<file path="src/rtl/aclock_pkg.sv">
// Shared types, limits and BCD arithmetic for the aclock front-panel setter.
package aclock_pkg;

  typedef enum logic [1:0] {
    S_IDLE   = 2'd0,
    S_EDIT_H = 2'd1,
    S_EDIT_M = 2'd2,
    S_COMMIT = 2'd3
  } setter_state_t;

  typedef struct packed {
    logic [1:0] h1;
    logic [3:0] h0;
    logic [3:0] m1;
    logic [3:0] m0;
  } bcd_time_t;

  localparam logic [1:0] HOUR_MAX_H1      = 2'd2;
  localparam logic [3:0] HOUR_MAX_H0_AT_2 = 4'd3;
  localparam logic [3:0] MIN_MAX_M1       = 4'd5;

  // Hours wrap 23 -> 00; minutes are left untouched.
  function automatic bcd_time_t bcd_inc_hour(input bcd_time_t t);
    bcd_time_t r;
    r = t;
    if (t.h1 == HOUR_MAX_H1 && t.h0 == HOUR_MAX_H0_AT_2) begin
      r.h1 = '0;
      r.h0 = '0;
    end else if (t.h0 == 4'd9) begin
      r.h1 = t.h1 + 2'd1;
      r.h0 = '0;
    end else begin
      r.h0 = t.h0 + 4'd1;
    end
    return r;
  endfunction

  // Minutes wrap 59 -> 00 without carrying into the hour digits.
  function automatic bcd_time_t bcd_inc_min(input bcd_time_t t);
    bcd_time_t r;
    r = t;
    if (t.m0 == 4'd9) begin
      r.m0 = '0;
      r.m1 = (t.m1 == MIN_MAX_M1) ? 4'd0 : t.m1 + 4'd1;
    end else begin
      r.m0 = t.m0 + 4'd1;
    end
    return r;
  endfunction

endpackage

</file>
<file path="src/rtl/btn_edge.sv">
// Rising-edge detector for a debounced, clk-synchronous button level.
module btn_edge (
  input  logic i_clk,
  input  logic i_rst,
  input  logic i_btn,
  output logic o_rise
);

  logic r_prev;

  always_ff @(posedge i_clk or posedge i_rst) begin
    if (i_rst) r_prev <= 1'b0;
    else       r_prev <= i_btn;
  end

  assign o_rise = i_btn & ~r_prev;

endmodule

</file>
<file path="src/rtl/aclock_setter.sv">
// Button-driven hour/minute editor that loads the aclock time or alarm registers.
module aclock_setter
  import aclock_pkg::*;
#(
  parameter int unsigned REPEAT_CYCLES = 5
) (
  input  logic       clk,
  input  logic       reset,
  input  logic       btn_mode,
  input  logic       btn_inc,
  input  logic       btn_cancel,
  input  logic       sel_alarm,
  input  logic [1:0] cur_H1,
  input  logic [3:0] cur_H0,
  input  logic [3:0] cur_M1,
  input  logic [3:0] cur_M0,
  output logic [1:0] H_in1,
  output logic [3:0] H_in0,
  output logic [3:0] M_in1,
  output logic [3:0] M_in0,
  output logic       LD_time,
  output logic       LD_alarm,
  output logic       edit_hr,
  output logic       edit_min
);

  localparam int unsigned CW = (REPEAT_CYCLES > 1) ? $clog2(REPEAT_CYCLES) : 1;
  localparam logic [CW-1:0] REP_LAST = CW'((REPEAT_CYCLES > 0) ? REPEAT_CYCLES - 1 : 0);

  logic w_mode_rise, w_inc_rise, w_cancel_rise;

  btn_edge u_mode   (.i_clk(clk), .i_rst(reset), .i_btn(btn_mode),   .o_rise(w_mode_rise));
  btn_edge u_inc    (.i_clk(clk), .i_rst(reset), .i_btn(btn_inc),    .o_rise(w_inc_rise));
  btn_edge u_cancel (.i_clk(clk), .i_rst(reset), .i_btn(btn_cancel), .o_rise(w_cancel_rise));

  setter_state_t r_state, w_state_nx;
  logic          r_target, w_target_nx;
  bcd_time_t     r_work, w_work_nx;
  bcd_time_t     r_commit, w_commit_nx;
  bcd_time_t     r_shadow, w_shadow_nx;
  logic [CW-1:0] r_rep, w_rep_nx;
  logic          w_rep_tick;
  logic          w_in_edit;

  bcd_time_t     r_disp;
  logic          r_ld_time, r_ld_alarm, r_edit_hr, r_edit_min;

  assign w_in_edit  = (r_state == S_EDIT_H) || (r_state == S_EDIT_M);
  assign w_rep_tick = (REPEAT_CYCLES != 0) && btn_inc && !w_inc_rise && (r_rep == REP_LAST);

  always_comb begin
    w_state_nx  = r_state;
    w_target_nx = r_target;
    w_work_nx   = r_work;
    w_commit_nx = r_commit;
    w_shadow_nx = r_shadow;
    unique case (r_state)
      S_IDLE: begin
        if (w_mode_rise) begin
          w_state_nx  = S_EDIT_H;
          w_target_nx = sel_alarm;
          w_work_nx   = sel_alarm ? r_shadow : {cur_H1, cur_H0, cur_M1, cur_M0};
        end
      end
      S_EDIT_H, S_EDIT_M: begin
        if (w_cancel_rise) begin
          w_state_nx = S_IDLE;
        end else if (w_mode_rise) begin
          if (r_state == S_EDIT_H) begin
            w_state_nx = S_EDIT_M;
          end else begin
            // Committed/shadow update on entry to COMMIT so outputs show the value during the strobe.
            w_state_nx  = S_COMMIT;
            w_commit_nx = r_work;
            if (r_target) w_shadow_nx = r_work;
          end
        end else if (w_inc_rise || w_rep_tick) begin
          w_work_nx = (r_state == S_EDIT_H) ? bcd_inc_hour(r_work) : bcd_inc_min(r_work);
        end
      end
      default: w_state_nx = S_IDLE;
    endcase
  end

  always_comb begin
    w_rep_nx = r_rep + CW'(1);
    if (!w_in_edit || w_state_nx != r_state || w_inc_rise || !btn_inc || r_rep == REP_LAST)
      w_rep_nx = '0;
  end

  always_ff @(posedge clk or posedge reset) begin
    if (reset) begin
      r_state    <= S_IDLE;
      r_target   <= 1'b0;
      r_work     <= '0;
      r_commit   <= '0;
      r_shadow   <= '0;
      r_rep      <= '0;
      r_disp     <= '0;
      r_ld_time  <= 1'b0;
      r_ld_alarm <= 1'b0;
      r_edit_hr  <= 1'b0;
      r_edit_min <= 1'b0;
    end else begin
      r_state    <= w_state_nx;
      r_target   <= w_target_nx;
      r_work     <= w_work_nx;
      r_commit   <= w_commit_nx;
      r_shadow   <= w_shadow_nx;
      r_rep      <= w_rep_nx;
      r_disp     <= (w_state_nx == S_EDIT_H || w_state_nx == S_EDIT_M) ? w_work_nx : w_commit_nx;
      r_ld_time  <= (w_state_nx == S_COMMIT) && !w_target_nx;
      r_ld_alarm <= (w_state_nx == S_COMMIT) && w_target_nx;
      r_edit_hr  <= (w_state_nx == S_EDIT_H);
      r_edit_min <= (w_state_nx == S_EDIT_M);
    end
  end

  assign H_in1    = r_disp.h1;
  assign H_in0    = r_disp.h0;
  assign M_in1    = r_disp.m1;
  assign M_in0    = r_disp.m0;
  assign LD_time  = r_ld_time;
  assign LD_alarm = r_ld_alarm;
  assign edit_hr  = r_edit_hr;
  assign edit_min = r_edit_min;

endmodule

</file>
<file path="config.mk">
export PLATFORM = sky130hd
export DESIGN_NAME = aclock_setter
export DESIGN_NICKNAME = d
export VERILOG_FILES = /design/src/rtl/aclock_pkg.sv /design/src/rtl/btn_edge.sv /design/src/rtl/aclock_setter.sv
export SDC_FILE = /design/constraint.sdc
export NUM_CORES = 1
export LEC_CHECK = 0
export ABC_AREA = 1
export CAP_MARGIN = 0
export CELL_PAD_IN_SITES_DETAIL_PLACEMENT = 0
export CELL_PAD_IN_SITES_GLOBAL_PLACEMENT = 1
export CORE_MARGIN = 1
export CORE_UTILIZATION = 42
export DETAILED_ROUTE_END_ITERATION = 16
export DONT_BUFFER_PORTS = 1
export GPL_TIMING_DRIVEN = 0
export PLACE_DENSITY_LB_ADDON = 0.12
export SLEW_MARGIN = 20
export SYNTH_ARGS = -nofsm -noshare
export SYNTH_HDL_FRONTEND = slang
export SYNTH_SLANG_ARGS = --single-unit
export TNS_END_PERCENT = 30
</file>
<file path="constraint.sdc">
create_clock -name clk -period 2.3 [get_ports clk]
set_clock_uncertainty 0.15 [all_clocks]
set_input_delay 0.345 -clock clk [delete_from_list [all_inputs] [get_ports clk]]
set_output_delay 0.345 -clock clk [all_outputs]
set_load 0.02 [all_outputs]
</file>
Fig. 1: run 1, wiring heat map
(4 px per micron) 19 x 19 tiles, from white (low) to dark blue (high), scaled to the fullest tile. Values are wire area over tile area, all layers added.
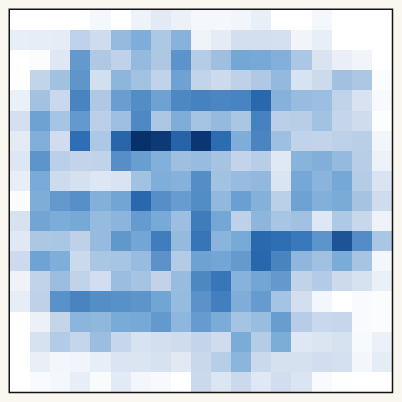
The fullest tile reaches 0.54. The densest ninth of the die: centre. 22% of the tiles are over half the peak. The mean over all tiles is 0.18.

Fig. 2: run 1, clock wires, drivers and flops
(4 px per micron)
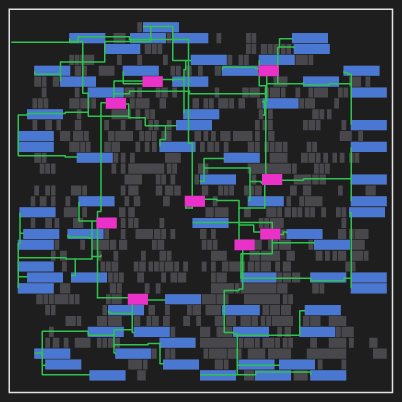
Blue shows flip-flops, count 69. Magenta shows cells driving clock nets, count 9. Green shows clock wires, length 1020 microns.
Position of the flops: spread over the die.

==> flow_summary.html, run 1 <==
<h3>Flow metrics</h3>
<table>
<tr><th>Metric</th><th>Value</th></tr>
<tr><th colspan="2">Run status</th></tr>
<tr><td>Result of the run</td><td>complete, but fails checks</td></tr>
<tr><td>Violations in the final reports</td><td>negative setup slack</td></tr>
<tr><th colspan="2">Hold path</th></tr>
<tr><td>Hold path start</td><td>btn_inc</td></tr>
<tr><td>Worst hold path cell count</td><td>4</td></tr>
<tr><th colspan="2">Clock network</th></tr>
<tr><td>TritonCTS clock tree</td><td>done</td></tr>
<tr><td>Clk latency late pin</td><td>0.34 ns</td></tr>
<tr><td>Number of sinks handled by clock tree synthesis</td><td>69</td></tr>
<tr><td>Longest Clk Path Bufs</td><td>2</td></tr>
<tr><th colspan="2">GRT</th></tr>
<tr><td>Initial antenna violation count</td><td>0</td></tr>
<tr><th colspan="2">Drt</th></tr>
<tr><td>Highest metal layer with signal wires</td><td>met4</td></tr>
<tr><td>Vias after detailed routing</td><td>3161</td></tr>
<tr><td>Routed WL per cell</td><td>16.9 microns</td></tr>
<tr><th colspan="2">Timing</th></tr>
<tr><td>Count of endpoints failing setup in the final report</td><td>8</td></tr>
<tr><td>Worst Setup Slack, final</td><td>-0.0291 ns</td></tr>
<tr><th colspan="2">Cells and area</th></tr>
<tr><td>Area of the multi-input gates</td><td>1790 sq um</td></tr>
<tr><td>Biggest Area Class</td><td>logic gates</td></tr>
<tr><td>Area share of buffers outside the clock network</td><td>0.0719</td></tr>
<tr><td>Final non-filler cell area</td><td>4340 sq um</td></tr>
<tr><td>Combinational share of cell area</td><td>0.413</td></tr>
<tr><td>Flip-flops</td><td>69</td></tr>
<tr><td>Count of plain and timing-repair buffers</td><td>34</td></tr>
<tr><th colspan="2">Synth</th></tr>
<tr><td>Synthesized area per cell</td><td>7.85 sq um</td></tr>
<tr><td>Post-synthesis instance area</td><td>3670 sq um</td></tr>
<tr><th colspan="2">Die</th></tr>
<tr><td>Die boundary height</td><td>95.4 microns</td></tr>
<tr><th colspan="2">Place</th></tr>
<tr><td>HPWL reported at the end of detailed placement</td><td>6820 microns</td></tr>
<tr><td>Routability Congestion</td><td>0.881</td></tr>
<tr><td>Cell Count Post-Placement</td><td>573</td></tr>
<tr><th colspan="2">Worst setup path</th></tr>
<tr><td>Kind of end point of the critical path</td><td>flip-flop</td></tr>
<tr><th colspan="2">Job</th></tr>
<tr><td>Max capacitance violation total</td><td>0</td></tr>
<tr><th colspan="2">Pwr</th></tr>
<tr><td>Overall power after layout</td><td>5.97 mW</td></tr>
</table>
Fig. 3: run 1, routing congestion
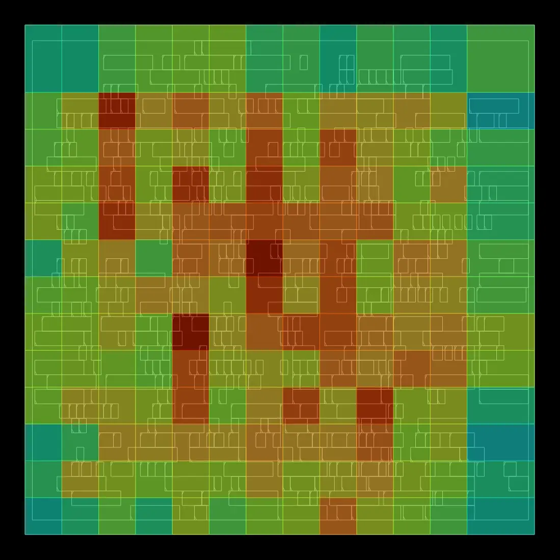
met1 track demand over resource in global routing: 0.341
total global-route track usage: 0.251

Fig. 4: run 1, nets reached from selected ports
(4 px per micron)
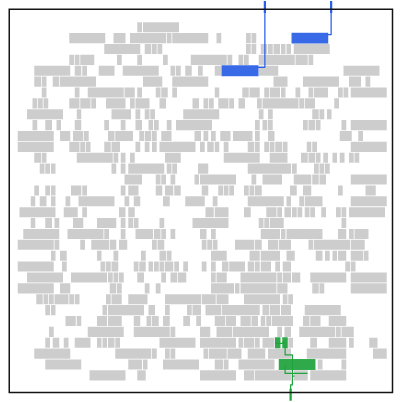
Blue shows `H_in1`, direction output, edge top, end cells 2, buffers 0, wire 22.8 microns. Green shows `btn_inc`, direction input, edge bottom, end cells 3, buffers 1, wire 25.4 microns.

## run 1: timing repair
action,in CTS,in global routing
pin swaps,11,3
gates resized,31,8
buffers inserted,9,5
hold buffers,4,0
setup endpoints to repair,14,24
cloned,1,0
hold endpoints to repair,26,0
## run 1: registers in the layout, summed over array words and instances (netlist names), 2 cells and up
register  flops
r_commit     14
r_rep         3
r_shadow     14
M_in0         4
H_in1         2
M_in1         4
r_work       14
r_state       2
H_in0         4
## run 1: synthesized netlist by cell type
cell        n
inv_1      44
ha_1       15
nor2_2      2
nor3b_1     1
mux2i_1     3
dfrtp_1    69
nand2_1   172
or2_2       1
inv_2       1
buf_6       4
nor3_2      1
clkbuf_1    5
o21ai_1     9
nor2_1     27
a211oi_1    6
nand2_2     4
nand3_1    29
a21boi_0    7
a21boi_1    3
buf_4       2
nor3_1      4
o211ai_1    1
o21ai_2     6
a21oi_1    10
nor2_4      1
o22ai_1     3
nand4_1     3
o21ai_0    28
nand3b_1    1
xnor2_1     1
buf_2       4
## run 1: placed cells by master (no fill, tap or decap), types with 2 or more instances in the layout
master and instances:
buf_2 4, mux2i_1 3, nand2_1 170, inv_4 3
a21boi_1 3, a21boi_0 7, o21ai_0 27, inv_2 5
o21ai_1 9, nor2_2 2, dlygate4sd3_1 4, ha_1 11
buf_6 5, nor3_1 4, nand4_1 3, dfrtp_1 68
nor2_1 27, a21oi_1 7, clkbuf_8 12, a21oi_2 2
o22ai_1 3, nand3_2 8, clkbuf_1 4, inv_1 36
buf_4 16, o21ai_2 6, a211oi_1 6, nand3_1 21
nand2_2 5, ha_4 3
## run 1: worst max-delay path, stage by stage (launching register included)
cell        delay (ns)
dfrtp_2           0.45
buf_4             0.14
ha_2              0.25
inv_4             0.14
nand2_2           0.09
a21oi_2           0.15
inv_2             0.06
ha_4              0.31
clkinvlp_4        0.15
clkbuf_16         0.19
nand3_1           0.09
nand2_1           0.05
## run 1: per-stage QoR
| step | utilization | setup TNS (ns) |
|---|---|---|
| after detailed placement | 0.461 | -9.13 |
| after floorplan | - | 0 |
| final | 0.520 | -0.0962 |
| after global routing | 0.520 | -1.07 |
| after global placement | 0.458 | -59.79 |
| after CTS | 0.513 | -0.272 |
## run 1: metal layers
| layer | vias to the layer above | GRT usage |
|---|---|---|
| met1 | 1522 | 0.341 |
| li1 | 1557 | - |
| met2 | 73 | 0.404 |
| met5 | - | 0 |
| met4 | 0 | 0.0908 |
| met3 | 9 | 0.0407 |
## run 1: cells by family after synthesis
group,synth area share
buffers and inverters,0.0730
flip-flops,0.471
multiplexers,0.00819
AND-OR/OR-AND,0.118
adder cells (fa/ha/maj),0.0512
AND/OR/NAND/NOR,0.276
XOR/XNOR,0.00239
## run 1: power groups by stage
stage / Clock (mW) / Sequential, mW / Combinational (mW)
2_1_floorplan: 0 / 1.97 / 1.68
3_3_place_gp: 0 / 2.02 / 2.27
3_5_place_dp: 0 / 2.03 / 2.32
4_1_cts: 1.02 / 2.02 / 2.83
5_1_grt: 1.08 / 2.07 / 3.28
6_report: 1.01 / 2.02 / 2.94
Fig. 5: run 1, gate families picked out
(4 px per micron)
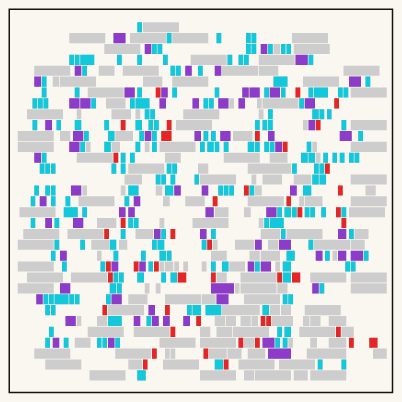

==> inputs of run 2 (changes only) <==
RECOVER_POWER = 50   (was default)
Fig. 6: run 2, gate families picked out
(4 px per micron)
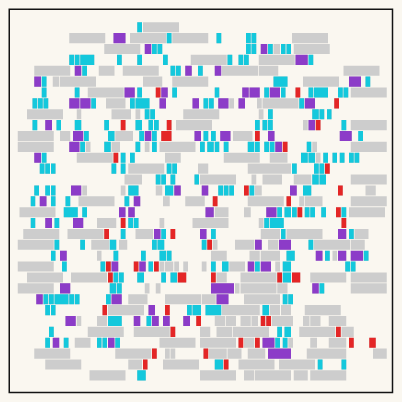
Cyan shows NAND gates, cells 209, most used nand2_1, where spread over the die. Purple shows inverting AOI/OAI gates, cells 73, most used o21ai_0, where spread over the die. Red shows inverters, cells 45, most used inv_1.

==> flow_summary.html, run 2 <==
<h3>Flow metrics</h3>
<table>
<tr><th>Metric</th><th>Value</th></tr>
<tr><th colspan="2">Run status</th></tr>
<tr><td>Result of the run</td><td>complete, but fails checks (unchanged)</td></tr>
<tr><td>Violations in the final reports</td><td>negative setup slack (unchanged)</td></tr>
<tr><th colspan="2">Worst setup path</th></tr>
<tr><td>Slowest stage cell on the critical path</td><td>dfrtp_2 (unchanged)</td></tr>
<tr><td>Delay of the slowest cell on the worst path</td><td>0.45 ns (about the same)</td></tr>
<tr><td>List of cells traversed by the critical path</td><td>buf_4 -&gt; ha_2 -&gt; inv_4 -&gt; nand2_2 -&gt; a21oi_2 -&gt; inv_2 -&gt; ha_4 -&gt; clkinvlp_4 -&gt; clkbuf_16 -&gt; nand3_1 -&gt; nand2_1 (unchanged)</td></tr>
<tr><td>Kind of end point of the critical path</td><td>flip-flop (unchanged)</td></tr>
<tr><td>Classification of the worst setup path</td><td>flip-flop to flip-flop (unchanged)</td></tr>
<tr><th colspan="2">Synth</th></tr>
<tr><td>Synthesized area per cell</td><td>7.85 sq um (unchanged)</td></tr>
<tr><td>Most instantiated flip-flop cell in the synthesis netlist</td><td>dfrtp_1 (unchanged)</td></tr>
<tr><td>FFs w/ async S/R, synth</td><td>1.00 (unchanged)</td></tr>
<tr><td>Leading cell type by number of instances after synthesis</td><td>nand2_1 (unchanged)</td></tr>
<tr><td>Post-synthesis instance area</td><td>3670 sq um (unchanged)</td></tr>
<tr><td>Count of flip-flops with a built-in enable after synthesis</td><td>0 (unchanged)</td></tr>
<tr><td>Synthesis area per yosys</td><td>3670 sq um (unchanged)</td></tr>
<tr><td>Synth cell count leaders</td><td>nand2_1, dfrtp_1, inv_1, nand3_1, o21ai_0 (unchanged)</td></tr>
<tr><th colspan="2">Cells and area</th></tr>
<tr><td>Final non-filler cell area</td><td>4330 sq um (was 4340 sq um)</td></tr>
<tr><td>Highest-count logic cell in the final layout</td><td>nand2_1 (unchanged)</td></tr>
<tr><td>Top logic cells by instance count in the layout</td><td>nand2_1, dfrtp_1, inv_1 (unchanged)</td></tr>
<tr><td>Biggest regs</td><td>r_commit (14), r_shadow (14), r_work (14) (unchanged)</td></tr>
<tr><th colspan="2">Drt</th></tr>
<tr><td>First drt pass iteration count</td><td>5 (was 4)</td></tr>
<tr><td>Number of routed nets with antenna violations</td><td>0 (unchanged)</td></tr>
<tr><td>Vias after detailed routing</td><td>3162 (was 3161)</td></tr>
<tr><td>First-iteration detailed-routing DRC count</td><td>180 (unchanged)</td></tr>
<tr><td>Routed WL per cell</td><td>16.9 microns (about the same)</td></tr>
<tr><th colspan="2">Place</th></tr>
<tr><td>HPWL reported at the end of detailed placement</td><td>6820 microns (unchanged)</td></tr>
<tr><td>Area after detailed placement</td><td>3850 sq um (unchanged)</td></tr>
<tr><td>Routability Congestion</td><td>0.881 (unchanged)</td></tr>
<tr><th colspan="2">GRT</th></tr>
<tr><td>First-pass GRT wire length</td><td>16400 microns (unchanged)</td></tr>
<tr><td>Initial antenna violation count</td><td>0 (unchanged)</td></tr>
<tr><td>Remaining global-route overflow</td><td>0 (unchanged)</td></tr>
<tr><td>Pin count of the biggest net entering global routing</td><td>47 (unchanged)</td></tr>
<tr><td>Total global-route track usage</td><td>0.251 (unchanged)</td></tr>
<tr><th colspan="2">Timing</th></tr>
<tr><td>Final critical path time including I/O delays and setup</td><td>2.32 ns (was 2.33 ns)</td></tr>
<tr><td>Worst Tran Pin Value</td><td>1.16 ns (was 0.590 ns)</td></tr>
<tr><td>Slew Viols, Final</td><td>0 (unchanged)</td></tr>
<tr><td>Count of endpoints failing setup in the final report</td><td>6 (was 8)</td></tr>
<tr><td>Worst Setup Slack, final</td><td>-0.0245 ns (was -0.0291 ns)</td></tr>
<tr><td>Setup Total Neg Slack</td><td>-0.0608 ns (was -0.0962 ns)</td></tr>
<tr><th colspan="2">Die</th></tr>
<tr><td>Std-Cell Rows</td><td>33 (unchanged)</td></tr>
<tr><td>Die boundary height</td><td>95.4 microns (unchanged)</td></tr>
<tr><td>Overall chip area</td><td>9110 sq um (unchanged)</td></tr>
<tr><th colspan="2">Clock network</th></tr>
<tr><td>TritonCTS clock tree</td><td>done (unchanged)</td></tr>
<tr><td>H-tree levels</td><td>3 (unchanged)</td></tr>
<tr><td>Clock transition at path regs</td><td>0.07 ns (about the same)</td></tr>
<tr><td>Longest Clk Path Bufs</td><td>2 (unchanged)</td></tr>
<tr><td>Clk latency late pin</td><td>0.34 ns (about the same)</td></tr>
<tr><td>Number of sinks handled by clock tree synthesis</td><td>69 (unchanged)</td></tr>
<tr><th colspan="2">Pwr</th></tr>
<tr><td>Overall power after layout</td><td>5.97 mW (about the same)</td></tr>
<tr><th colspan="2">Job</th></tr>
<tr><td>Max capacitance violation total</td><td>0 (unchanged)</td></tr>
</table>
Fig. 7: run 2, clock wires, drivers and flops
(4 px per micron)
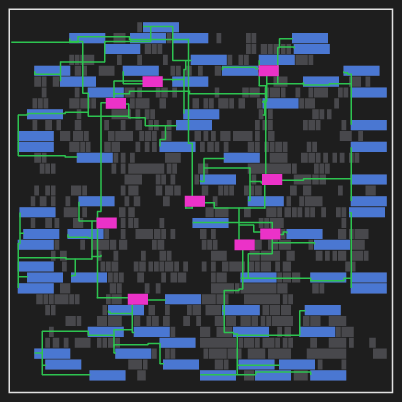
Green shows clock wires, length 1020 microns. Magenta shows cells driving clock nets, count 9. Blue shows flip-flops, count 69.
Position of the flops: spread over the die. There are 10 routed clock nets.

==> run 2: cell counts after synthesis <==
Identical to the previous run, type by type.
==> run 2: layout make-up <==
cell class	count	area (sq um)
inverter	45	179
buffer	14	121
timing repair buffer	20	190
multi-input combinational	338	1790
tap	105	131
clock buffer	14	163
sequential	69	1730
fill	804	4010
clock inverter	1	30.0
==> run 2: logic make-up after synthesis <==
family / after synthesis / synth area share
AND/OR/NAND/NOR: 246 / 0.276
flip-flops: 69 / 0.471
multiplexers: 3 / 0.00819
XOR/XNOR: 1 / 0.00239
adder cells (fa/ha/maj): 15 / 0.0512
buffers and inverters: 60 / 0.0730
AND-OR/OR-AND: 73 / 0.118
==> run 2: worst paths after layout <==
path,slack (ns),endpoint,cells after the start,start
worst max register to register,-0.02,M_in1[1]$_DFF_PP0_,11,r_state[0]$_DFF_PP0_
worst min-delay path,0.14,r_rep[0]$_DFF_PP0_,4,btn_inc
min in group asynchronous,0.53,H_in0[1]$_DFF_PP0_,2,reset
max in group asynchronous,0.73,r_work[1]$_DFF_PP0_,3,reset
worst max-delay path,-0.02,M_in1[1]$_DFF_PP0_,11,r_state[0]$_DFF_PP0_
worst min register to register,0.32,r_rep[0]$_DFF_PP0_,1,r_rep[0]$_DFF_PP0_
==> run 2: worst max-delay path, delay by kind of cell, from the launching register on <==
kind	cells	cell delay, ns
AND-OR/OR-AND	1	0.15
adder cells (fa/ha/maj)	2	0.55
buffers and inverters	5	0.68
flip-flops	1	0.45
AND/OR/NAND/NOR	3	0.23
==> run 2: metrics by stage <==
step	util	setup WS, ns	std cells
global placement	0.458	-0.743	572
finish	0.520	-0.0245	606
global route	0.520	-0.101	606
CTS	0.513	-0.0396	601
detailed placement	0.461	-0.743	573
floorplan	-	0.0119	467
==> run 2: power by group <==
group | total (mW) | leakage (nW) | switching [mW] | internal, mW
registers | 2.02 | 0.899 | 0.362 | 1.66
clock network | 1.01 | 0.0968 | 0.455 | 0.557
logic | 2.94 | 1.18 | 1.78 | 1.15
total | 5.97 | 2.18 | 2.60 | 3.37
==> run 2: metal layers <==
metal  vias up  part of all wire  global-route usage
met3         9             0.049              0.0407
met2        73              0.48               0.404
met5         -                 0                   0
li1       1556                 -                   -
met1      1524              0.46               0.341
met4         0             0.012              0.0908
==> run 2: timing repair <==
action	in CTS	in global routing
setup buffers	9	5
cloned	1	0
endpoints found under the setup margin	14	24
hold buffers	4	0
gates resized	31	8
hold endpoints to repair	26	0
pin swaps	11	3
Power is estimated from default activity; no workload was simulated.
